[src/rtl/display_pkg.sv]
// Shared definitions for the multiplexed 7-segment scan controller.
//   estado_t      : per-slot phase (blanking / lit)
//   HAB_BAJA/ALTA : values of the HAB_ACTIVA enable-polarity parameter
//   clog2_f       : ceiling log2, used to size counters and the digit index
package display_pkg;

  typedef enum logic {
    APAGADO   = 1'b0,
    ENCENDIDO = 1'b1
  } estado_t;

  localparam int unsigned HAB_BAJA = 0;
  localparam int unsigned HAB_ALTA = 1;

  function automatic int unsigned clog2_f(input int unsigned v);
    int unsigned r;
    r = 0;
    for (int unsigned i = 0; i < 32; i++) begin
      if ((64'd1 << i) < 64'(v)) r = i + 1;
    end
    return r;
  endfunction

endpackage

[src/rtl/divisor_barrido.sv]
// Scan prescaler: counts 0..DIV_BARRIDO-1 and wraps.
//   clk_i, rst_i   : system clock, asynchronous active-high reset
//   fin_ranura_o   : high in the last cycle of a digit slot (count wraps next)
//   en_apagado_o   : high while the count is inside the blanking window
module divisor_barrido
  import display_pkg::*;
#(
  parameter int unsigned DIV_BARRIDO = 50000,
  parameter int unsigned T_APAGADO   = 500
) (
  input  logic clk_i,
  input  logic rst_i,
  output logic fin_ranura_o,
  output logic en_apagado_o
);

  localparam int unsigned W = clog2_f(DIV_BARRIDO);

  logic [W-1:0] cnt_q, cnt_d;

  assign fin_ranura_o = (cnt_q == W'(DIV_BARRIDO - 1));
  assign en_apagado_o = (cnt_q <  W'(T_APAGADO));

  always_comb begin
    cnt_d = fin_ranura_o ? '0 : cnt_q + W'(1);
  end

  always_ff @(posedge clk_i or posedge rst_i) begin
    if (rst_i) cnt_q <= '0;
    else       cnt_q <= cnt_d;
  end

endmodule

[src/rtl/controlador_barrido_display.sv]
// Self-timed scan controller for an N-digit multiplexed 7-segment display.
//   i_Clk, i_Reset : system clock, asynchronous active-high reset
//   i_Datos        : digit codes, digit k at [k*ANCHO_CIFRA +: ANCHO_CIFRA], k=0 is LSD
//   i_Puntos       : decimal point per digit
//   i_Cargar       : load strobe into the staging buffer
//   i_Supr_ceros   : blank leading zeros
//   o_Cifra        : code of the enabled digit (0 while blanking)
//   o_Punto        : decimal point of the enabled digit
//   o_Habs         : one-hot digit enable, polarity set by HAB_ACTIVA
//   o_N_cifra      : current slot index
//   o_Fin_trama    : pulse in the last cycle of the last slot
module controlador_barrido_display
  import display_pkg::*;
#(
  parameter int unsigned N_CIFRAS    = 4,
  parameter int unsigned ANCHO_CIFRA = 4,
  parameter int unsigned DIV_BARRIDO = 50000,
  parameter int unsigned T_APAGADO   = 500,
  parameter int unsigned HAB_ACTIVA  = 0
) (
  input  logic                            i_Clk,
  input  logic                            i_Reset,
  input  logic [N_CIFRAS*ANCHO_CIFRA-1:0] i_Datos,
  input  logic [N_CIFRAS-1:0]             i_Puntos,
  input  logic                            i_Cargar,
  input  logic                            i_Supr_ceros,
  output logic [ANCHO_CIFRA-1:0]          o_Cifra,
  output logic                            o_Punto,
  output logic [N_CIFRAS-1:0]             o_Habs,
  output logic [clog2_f(N_CIFRAS)-1:0]    o_N_cifra,
  output logic                            o_Fin_trama
);

  localparam int unsigned IW = clog2_f(N_CIFRAS);
  localparam int unsigned DW = N_CIFRAS * ANCHO_CIFRA;
  localparam logic [N_CIFRAS-1:0] HABS_OFF = (HAB_ACTIVA == HAB_ALTA) ? '0 : '1;

  logic fin_ranura, en_apagado, fin_trama;

  divisor_barrido #(
    .DIV_BARRIDO(DIV_BARRIDO),
    .T_APAGADO  (T_APAGADO)
  ) u_divisor (
    .clk_i       (i_Clk),
    .rst_i       (i_Reset),
    .fin_ranura_o(fin_ranura),
    .en_apagado_o(en_apagado)
  );

  // Slot index
  logic [IW-1:0] idx_q, idx_d;

  assign fin_trama = fin_ranura && (idx_q == IW'(N_CIFRAS - 1));

  always_comb begin
    idx_d = idx_q;
    if (fin_ranura) idx_d = fin_trama ? '0 : idx_q + IW'(1);
  end

  always_ff @(posedge i_Clk or posedge i_Reset) begin
    if (i_Reset) idx_q <= '0;
    else         idx_q <= idx_d;
  end

  // Double buffer: staging takes every strobe, display only changes at a frame
  // boundary so a frame is never split between old and new data. A strobe in
  // the boundary cycle itself goes straight to the display.
  logic [DW-1:0]       stg_datos_q, stg_datos_d, disp_datos_q, disp_datos_d;
  logic [N_CIFRAS-1:0] stg_puntos_q, stg_puntos_d, disp_puntos_q, disp_puntos_d;
  logic                pend_q, pend_d;

  always_comb begin
    stg_datos_d   = stg_datos_q;
    stg_puntos_d  = stg_puntos_q;
    disp_datos_d  = disp_datos_q;
    disp_puntos_d = disp_puntos_q;
    pend_d        = pend_q;
    if (i_Cargar) begin
      stg_datos_d  = i_Datos;
      stg_puntos_d = i_Puntos;
      pend_d       = 1'b1;
    end
    if (fin_trama) begin
      if (i_Cargar) begin
        disp_datos_d  = i_Datos;
        disp_puntos_d = i_Puntos;
      end else if (pend_q) begin
        disp_datos_d  = stg_datos_q;
        disp_puntos_d = stg_puntos_q;
      end
      pend_d = 1'b0;
    end
  end

  always_ff @(posedge i_Clk or posedge i_Reset) begin
    if (i_Reset) begin
      stg_datos_q   <= '0;
      stg_puntos_q  <= '0;
      disp_datos_q  <= '0;
      disp_puntos_q <= '0;
      pend_q        <= 1'b0;
    end else begin
      stg_datos_q   <= stg_datos_d;
      stg_puntos_q  <= stg_puntos_d;
      disp_datos_q  <= disp_datos_d;
      disp_puntos_q <= disp_puntos_d;
      pend_q        <= pend_d;
    end
  end

  // Current digit selection and leading-zero suppression
  logic [N_CIFRAS-1:0]    habs_sel;
  logic [ANCHO_CIFRA-1:0] cifra_sel;
  logic                   punto_sel, ceros_arriba, suprimir;

  always_comb begin
    habs_sel     = '0;
    cifra_sel    = '0;
    punto_sel    = 1'b0;
    ceros_arriba = 1'b1;
    for (int unsigned k = 0; k < N_CIFRAS; k++) begin
      if (IW'(k) == idx_q) begin
        habs_sel[k] = 1'b1;
        cifra_sel   = disp_datos_q[k*ANCHO_CIFRA +: ANCHO_CIFRA];
        punto_sel   = disp_puntos_q[k];
      end
      if (IW'(k) >= idx_q && disp_datos_q[k*ANCHO_CIFRA +: ANCHO_CIFRA] != '0)
        ceros_arriba = 1'b0;
    end
    suprimir = i_Supr_ceros && (idx_q != '0) && ceros_arriba;
  end

  // Phase FSM; state_q tracks the phase currently shown on the registered outputs
  estado_t estado_q, estado_d;

  always_comb begin
    estado_d = estado_q;
    case (estado_q)
      APAGADO:   if (!en_apagado) estado_d = ENCENDIDO;
      ENCENDIDO: if (en_apagado)  estado_d = APAGADO;
    endcase
  end

  logic [N_CIFRAS-1:0]    habs_q;
  logic [ANCHO_CIFRA-1:0] cifra_q;
  logic                   punto_q, fin_q;
  logic [IW-1:0]          ncifra_q;

  always_ff @(posedge i_Clk or posedge i_Reset) begin
    if (i_Reset) begin
      estado_q <= APAGADO;
      habs_q   <= HABS_OFF;
      cifra_q  <= '0;
      punto_q  <= 1'b0;
      ncifra_q <= '0;
      fin_q    <= 1'b0;
    end else begin
      estado_q <= estado_d;
      ncifra_q <= idx_q;
      fin_q    <= fin_trama;
      if (estado_d == ENCENDIDO) begin
        // A suppressed digit keeps its slot time but stays dark
        habs_q  <= suprimir ? HABS_OFF
                 : ((HAB_ACTIVA == HAB_ALTA) ? habs_sel : ~habs_sel);
        cifra_q <= cifra_sel;
        punto_q <= punto_sel && !suprimir;
      end else begin
        habs_q  <= HABS_OFF;
        cifra_q <= '0;
        punto_q <= 1'b0;
      end
    end
  end

  assign o_Habs      = habs_q;
  assign o_Cifra     = cifra_q;
  assign o_Punto     = punto_q;
  assign o_N_cifra   = ncifra_q;
  assign o_Fin_trama = fin_q;

endmodule
[config.mk]
export PLATFORM = sky130hd
export DESIGN_NAME = controlador_barrido_display
export DESIGN_NICKNAME = d
export VERILOG_FILES = /design/src/rtl/display_pkg.sv /design/src/rtl/divisor_barrido.sv /design/src/rtl/controlador_barrido_display.sv
export SDC_FILE = /design/constraint.sdc
export NUM_CORES = 1
export LEC_CHECK = 0
export CAP_MARGIN = 20
export CELL_PAD_IN_SITES_DETAIL_PLACEMENT = 0
export CELL_PAD_IN_SITES_GLOBAL_PLACEMENT = 1
export CORE_MARGIN = 2
export CORE_UTILIZATION = 45
export CTS_CLUSTER_SIZE = 8
export DETAILED_ROUTE_END_ITERATION = 10
export PLACE_DENSITY = 0.76
export SLEW_MARGIN = 20
export SYNTH_ARGS = -nofsm -noshare
export SYNTH_HDL_FRONTEND = slang
export SYNTH_HIERARCHICAL = 1
export SYNTH_SLANG_ARGS = --single-unit
[constraint.sdc]
create_clock -name i_Clk -period 2.35 [get_ports i_Clk]
set_input_delay 0.5875 -clock i_Clk [delete_from_list [all_inputs] [get_ports i_Clk]]
set_output_delay 0.5875 -clock i_Clk [all_outputs]
set_load 0.005 [all_outputs]
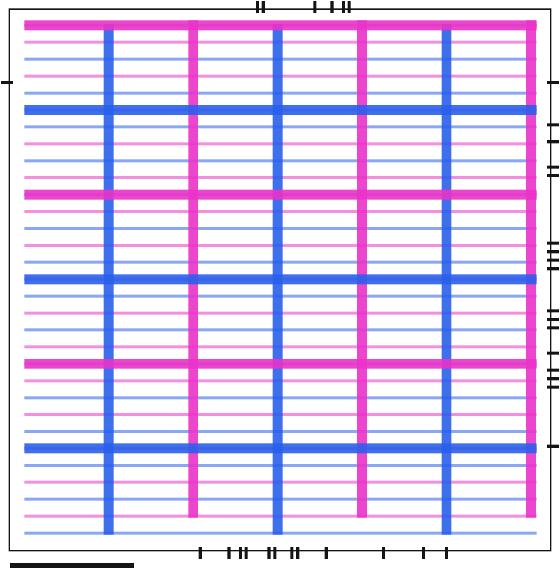
*Power grid*
Bar = 20 um. Pins as bars on the die edge.
legend:
  blue:
    net: VSS
  magenta:
    net: VDD
met4 straps: 6
met1 rails: 31
signal pins: 36
rows: 30
met5 straps: 6

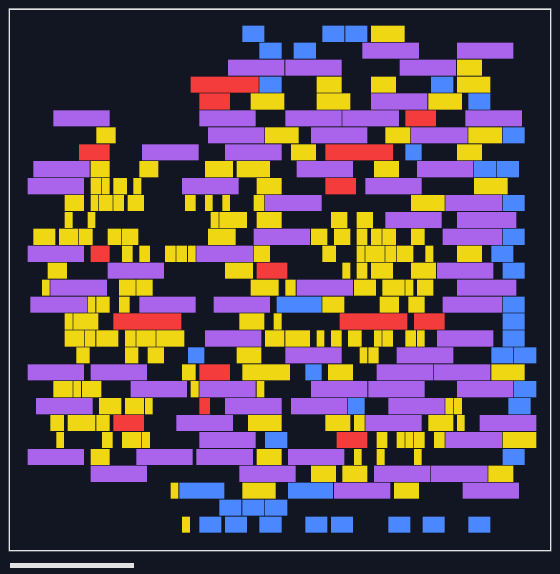
*Cell classes on the final placement*
Bar = 20 um.
legend:
  blue:
    class: remaining buffers and delay cells
    cells: 42
    share_of_their_area: 12%
  red:
    class: clock drivers and dummy loads
    cells: 15
    share_of_their_area: 6.9%
  purple:
    class: sequential cells
    cells: 71
    share_of_their_area: 48%
  yellow:
    class: remaining logic cells
    cells: 157
    share_of_their_area: 33%

-- state kept, by name, summed over array words and instances, names as in the netlist --
signal	cells
o_Punto	1
u_divisor/cnt_q	16
disp_datos_q	16
pend_q	1
o_Habs	4
disp_puntos_q	4
idx_q	2
o_Cifra	4
o_Fin_trama	1
stg_datos_q	16
o_N_cifra	2
stg_puntos_q	4
-- worst max-delay path: cells and delay by family (launching register included) --
family                 cells  cell delay, ns
buffers and inverters      2            0.34
AOI/OAI and AO/OA          2            0.19
DFF                        1            0.42
and+or+nand+nor            3            0.89
-- layer usage --
metal  part of all wire  vias up  track usage  wire length, um
met1               0.46      974       0.2188             2635
li1                   -      929            -                -
met3              0.042        6      0.06952              240
met4              0.012        0      0.05114               68
met5                  0        -            0                0
met2               0.49       44       0.2679             2839
==> run summary <==
XOR/XNOR Area Share - 0.03124
Cell type with the largest total area - dfrtp_1
Placed instance area - 3560 um2
Crit-path most repeated cell - buf_4
Number of synthesized flops with an enable pin - 0
DR iter-0 viols - 72
Min cycle time layout - 1.954 ns
Power per cell area - 695.8 nW/um2
Routed Wire Length - 5783 um
Clock-net power - 1.24 mW
Sequential cell area - 1782 um2
F_max - 511.7 MHz
Hold path cells - 1
Mux area share - 0.1448
Initial antenna violation count - 0
Worst R2R Setup Slack - 0.40 ns
Signal buf overhead - 0.1154
Top comb family, area - multiplexers
Logic area - 1192 um2
Most frequent cells after synthesis - dfrtp_1, mux2_2, a21oi_1, nor2_1, mux2_4
CLK BUF - 9
Comb power frac - 0.056
Post-CTS Setup Bufs - 0
Core ar. - 6719 um2
Int Power - 2.149 mW
H-Tree Depth - 3
Clk_lat worst skew - 0.35 ns
Global-route wire length before repair - 9673 um
FA/HA/MAJ Cells, Area Fraction - 0.02434
Outcome - completed
Antenna cell count - 0
RSZ-0062 raised after global routing - false
Yosys warnings - 6
Ys flop type - dfrtp_1
Hold buffers post-CTS - 0
Post-Synthesis Cells - 238
Reg-to-reg endpoint - disp_datos_q[8]$_DFFE_PP0P_
Syn_nets - 268
Detailed Routing Iterations Pass 1 - 4
Seq pwr share - 0.476
Req. time, crit path - 2.58 ns
Most numerous logic cell after layout - dfrtp_1
WL/cell - 15.84 um
Power figures rest on the tool's default switching activity, not on a simulated workload.
